**src/rtl/cpu68k_bus_pkg.sv**
```systemverilog
// Shared encodings for the 68k-style peripheral bus master and its helpers.
package cpu68k_bus_pkg;

   typedef enum logic [1:0] {
      IDLE    = 2'd0,
      SETUP   = 2'd1,
      STROBE  = 2'd2,
      RELEASE = 2'd3
   } bus_state_e;

   localparam logic RW_READ        = 1'b1;
   localparam logic RW_WRITE       = 1'b0;
   localparam logic DTACK_ASSERTED = 1'b0;

   localparam int unsigned SETUP_W = 4;
   localparam int unsigned TIMER_W = 8;

endpackage

```
**src/rtl/cpu68k_wait_counter.sv**
```systemverilog
// Clear/enable cycle counter; hit flags the cycle that completes 'limit' enabled cycles.
module cpu68k_wait_counter #(
   parameter int unsigned WIDTH = 8
) (
   input  logic             clk,
   input  logic             clear,
   input  logic             en,
   input  logic [WIDTH-1:0] limit,
   output logic             hit
);

   logic [WIDTH-1:0] count;

   always_ff @(posedge clk) begin
      if (clear) begin
         count <= '0;
      end else if (en) begin
         count <= count + WIDTH'(1);
      end
   end

   // count holds the number of cycles already completed, so the last one is limit-1.
   assign hit = en && (count == limit - WIDTH'(1));

endmodule

```
**src/rtl/cpu68k_bus_master.sv**
```systemverilog
// Initiator for the 68k-style strobe/dtack peripheral bus.
// Optional stuck-bus timeout enabled by defining CPU68K_BUS_TIMEOUT_EN.
module cpu68k_bus_master
   import cpu68k_bus_pkg::*;
#(
   parameter int unsigned ADDR_W         = 8,
   parameter int unsigned SETUP_CYCLES   = 1,
   parameter int unsigned TIMEOUT_CYCLES = 255
) (
   input  logic              clk,
   input  logic              rst,
   input  logic              req,
   input  logic              req_rw,
   input  logic [ADDR_W-1:0] req_addr,
   input  logic [7:0]        req_wdata,
   output logic              busy,
   output logic              done,
   output logic              err,
   output logic [7:0]        rdata,
   output logic              bus_cs,
   output logic              bus_ds,
   output logic              bus_rw,
   output logic [ADDR_W-1:0] bus_addr,
   output logic [7:0]        uio_out,
   output logic              uio_oe,
   input  logic [7:0]        uio_in,
   input  logic              dtack
);

   if (SETUP_CYCLES < 1 || SETUP_CYCLES > 15 || TIMEOUT_CYCLES < 2 || TIMEOUT_CYCLES > 255)
   begin : g_bad_params
      $error("cpu68k_bus_master: SETUP_CYCLES or TIMEOUT_CYCLES out of range");
   end

   bus_state_e state;
   logic       err_flag;

   logic setup_clear, setup_en, setup_hit;
   logic ack, release_ok, strobe_to, release_to;

   assign ack        = (state == STROBE) && (dtack == DTACK_ASSERTED);
   assign release_ok = (state == RELEASE) && (dtack != DTACK_ASSERTED);

   assign setup_en    = (state == SETUP);
   assign setup_clear = rst || !setup_en;

   cpu68k_wait_counter #(
      .WIDTH (SETUP_W)
   ) u_setup_cnt (
      .clk   (clk),
      .clear (setup_clear),
      .en    (setup_en),
      .limit (SETUP_W'(SETUP_CYCLES)),
      .hit   (setup_hit)
   );

`ifdef CPU68K_BUS_TIMEOUT_EN
   logic wait_clear, wait_en, wait_hit;

   assign wait_en    = (state == STROBE) || (state == RELEASE);
   // Restart on every entry to STROBE (held clear outside) and to RELEASE (leaving STROBE).
   assign wait_clear = rst || !wait_en || ack || strobe_to;

   cpu68k_wait_counter #(
      .WIDTH (TIMER_W)
   ) u_wait_cnt (
      .clk   (clk),
      .clear (wait_clear),
      .en    (wait_en),
      .limit (TIMER_W'(TIMEOUT_CYCLES)),
      .hit   (wait_hit)
   );

   assign strobe_to  = (state == STROBE) && wait_hit && !ack;
   assign release_to = (state == RELEASE) && wait_hit && !release_ok;
`else
   assign strobe_to  = 1'b0;
   assign release_to = 1'b0;
`endif

   always_ff @(posedge clk) begin
      if (rst) begin
         state    <= IDLE;
         bus_cs   <= 1'b0;
         bus_ds   <= 1'b0;
         bus_rw   <= RW_READ;
         uio_oe   <= 1'b0;
         bus_addr <= '0;
         uio_out  <= '0;
         rdata    <= '0;
         busy     <= 1'b0;
         done     <= 1'b0;
         err      <= 1'b0;
         err_flag <= 1'b0;
      end else begin
         done <= 1'b0;
         err  <= 1'b0;
         unique case (state)
            IDLE: begin
               if (req) begin
                  state    <= SETUP;
                  busy     <= 1'b1;
                  bus_cs   <= 1'b1;
                  bus_rw   <= req_rw;
                  bus_addr <= req_addr;
                  if (req_rw == RW_WRITE) begin
                     uio_out <= req_wdata;
                     uio_oe  <= 1'b1;
                  end
               end
            end
            SETUP: begin
               if (setup_hit) begin
                  state  <= STROBE;
                  bus_ds <= 1'b1;
               end
            end
            STROBE: begin
               if (ack || strobe_to) begin
                  // bus_rw still holds the latched direction on this edge.
                  if (ack && bus_rw == RW_READ) begin
                     rdata <= uio_in;
                  end
                  err_flag <= strobe_to;
                  state    <= RELEASE;
                  bus_cs   <= 1'b0;
                  bus_ds   <= 1'b0;
                  uio_oe   <= 1'b0;
                  bus_rw   <= RW_READ;
               end
            end
            RELEASE: begin
               if (release_ok || release_to) begin
                  state <= IDLE;
                  busy  <= 1'b0;
                  done  <= 1'b1;
                  err   <= release_ok ? err_flag : 1'b1;
               end
            end
            default: state <= IDLE;
         endcase
      end
   end

endmodule

```
**config.mk**
```make
export PLATFORM = sky130hd
export DESIGN_NAME = cpu68k_bus_master
export DESIGN_NICKNAME = d
export VERILOG_FILES = /design/src/rtl/cpu68k_bus_pkg.sv /design/src/rtl/cpu68k_wait_counter.sv /design/src/rtl/cpu68k_bus_master.sv
export SDC_FILE = /design/constraint.sdc
export NUM_CORES = 1
export LEC_CHECK = 0
export CORE_MARGIN = 2
export CORE_UTILIZATION = 40
export CTS_CLUSTER_DIAMETER = 40
export DETAILED_ROUTE_END_ITERATION = 12
export PLACE_DENSITY = 0.74
export SETUP_SLACK_MARGIN = 0.3
export SLEW_MARGIN = 20
export SYNTH_ARGS = -nofsm -noshare
export SYNTH_HDL_FRONTEND = slang
export SYNTH_SLANG_ARGS = --single-unit
```
**constraint.sdc**
```tcl
create_clock -name clk -period 2.9 [get_ports clk]
set_clock_uncertainty 0.2 [all_clocks]
set_input_delay 0.435 -clock clk [delete_from_list [all_inputs] [get_ports clk]]
set_output_delay 0.435 -clock clk [all_outputs]
set_load 0.02 [all_outputs]
```
### Routed clock nets over the placement

Bar = 20 µm.
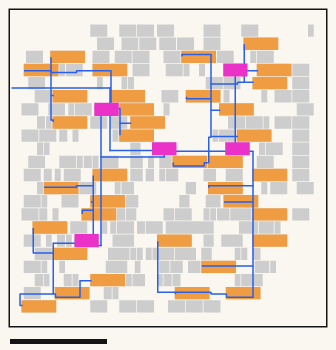
orange -> flip-flops  # count 36
blue -> clock wires  # length 413 µm
magenta -> cells driving clock nets  # count 5
flops lie = widely spread
routed clock nets = 6

### Sizing map

Bar = 20 µm.
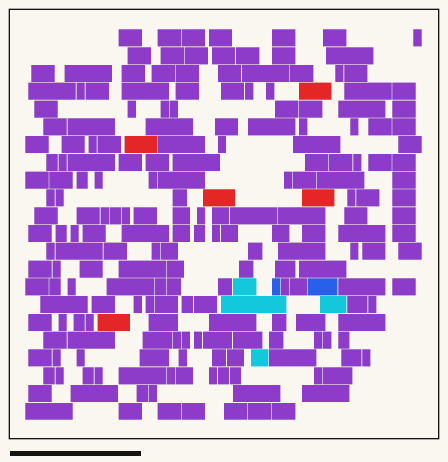
cyan -> drive 3 to 4  # cells 4, share 1.8%
red -> drive 6 and up  # cells 5, share 2.3%, most used clkbuf_8
blue -> drive 2  # cells 2, share 0.92%
purple -> drive 1 or less  # cells 206, share 95%, most used clkdlybuf4s50_1

### Clock nets

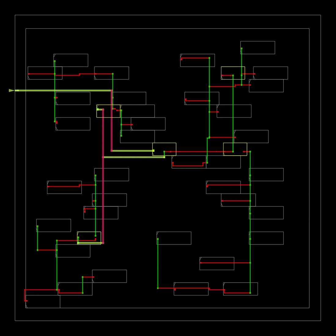
P_clk: 0.000303 W
Clock Latency Late Sink: 0.28 ns
CTS buffer count: 5

### Sequential cells colored by netlist name

Bar = 20 µm.
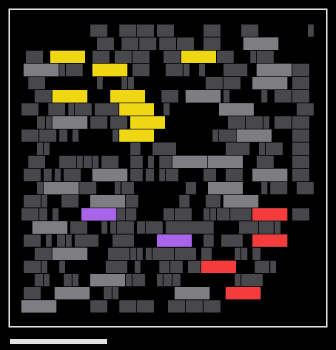
purple -> `state`  # placed flops 2
red -> `u_setup_cnt.count`  # placed flops 4, where south-east
yellow -> `uio_out`  # placed flops 8
not colored = 22

### Layout detail

Region (34, 1) to (64, 31) µm. Cells in gray, sequential cells in the stronger gray; small squares are vias.
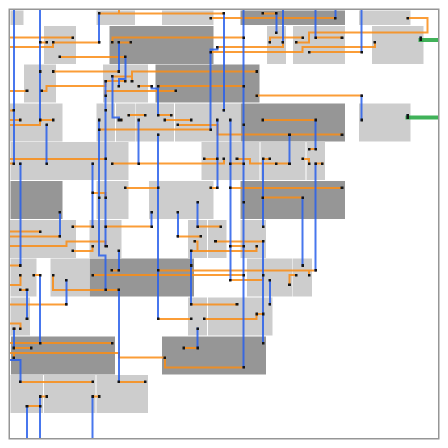
orange -> met1
green -> met3
blue -> met2
sequential cells in the window = 8
netlist names of flops here include = `u_setup_cnt.count` (4)
most frequent = dfxtp_1 (8), clkdlybuf4s50_1 (5), nor2_1 (4)
cells with their middle in the window = 41

==> impl_metrics.ini <==
; flow metrics
[grt]
gr-usage-met1_pct = 18.73
antenna_found_initial = 0
grt_use_met3_pct = 7.192

[cells_and_area]
largestClassByArea = logic gates
clkbuf_count = 5
layout_top_cells = clkdlybuf4s50_1, dfxtp_1, nand2_1
n_all_buffers = 59
diodes = 0
area_delta_synth_final_pct = 44.78
seqCellArea_um2 = 720.7
seq_share_pct = 32.93

[route]
vias_per_cell = 4.740
wl_met3_um = 244
drtIter0Drc = 37

[logic_synthesis]
yosys_area_mm2 = 0.001511
async_flop_share_pct = 0
syn-num-nets = 198
yosys_warnings = 0
ys_seq_elements = 36
top_area_cell = dfxtp_1
netlist_area_mm2 = 0.001511

[clock_network]
cts_resized = 0

[final_timing]
max_slew_margin_pct = 65.27
tightest_slew_ns = 0.5194
rsz0062_at_grt = no
finalSetupViolations = 0
setup_slack_ns = 0.9933

[power]
p_leak_nw = 0.9413
seq_power_w = 0.000637
pwr-share-seq_pct = 42.5
sw_frac_of_total_pct = 32.29
p_comb_share_pct = 37.2
pwr_density_cell_mw_per_mm2 = 684.8

[floorplan]
rows = 22
die_h_um = 65.47

[min_path]
min_path_cells = 2

[placement]
dp_worst_setup_slack_ns = 0.7140

[status]
status = finished clean

[critical_path]
crit_family = buffers and inverters
## how the worst max path moves through the flow
stage,from,endpoint,cells past startpoint
2_1_floorplan,u_setup_cnt.count[0]$_SDFFE_PP0N_,state[0]$_SDFFE_PP0P_,5
3_3_place_gp,req,uio_out[7]$_SDFFE_PP0P_,4
3_5_place_dp,req,uio_out[2]$_SDFFE_PP0P_,4
4_1_cts,bus_rw$_SDFFE_PP1P_,bus_rw,1
5_1_grt,state[0]$_SDFFE_PP0P_,rdata[7]$_SDFFE_PP0P_,5
6_report,bus_rw$_SDFFE_PP1P_,bus_rw,1
## sequential cells by signal (all words and copies together) (netlist names), 2 cells and up
signal             flops
rdata                  8
u_setup_cnt.count      4
state                  2
bus_addr               8
uio_out                8
Power is estimated from default activity; no workload was simulated.
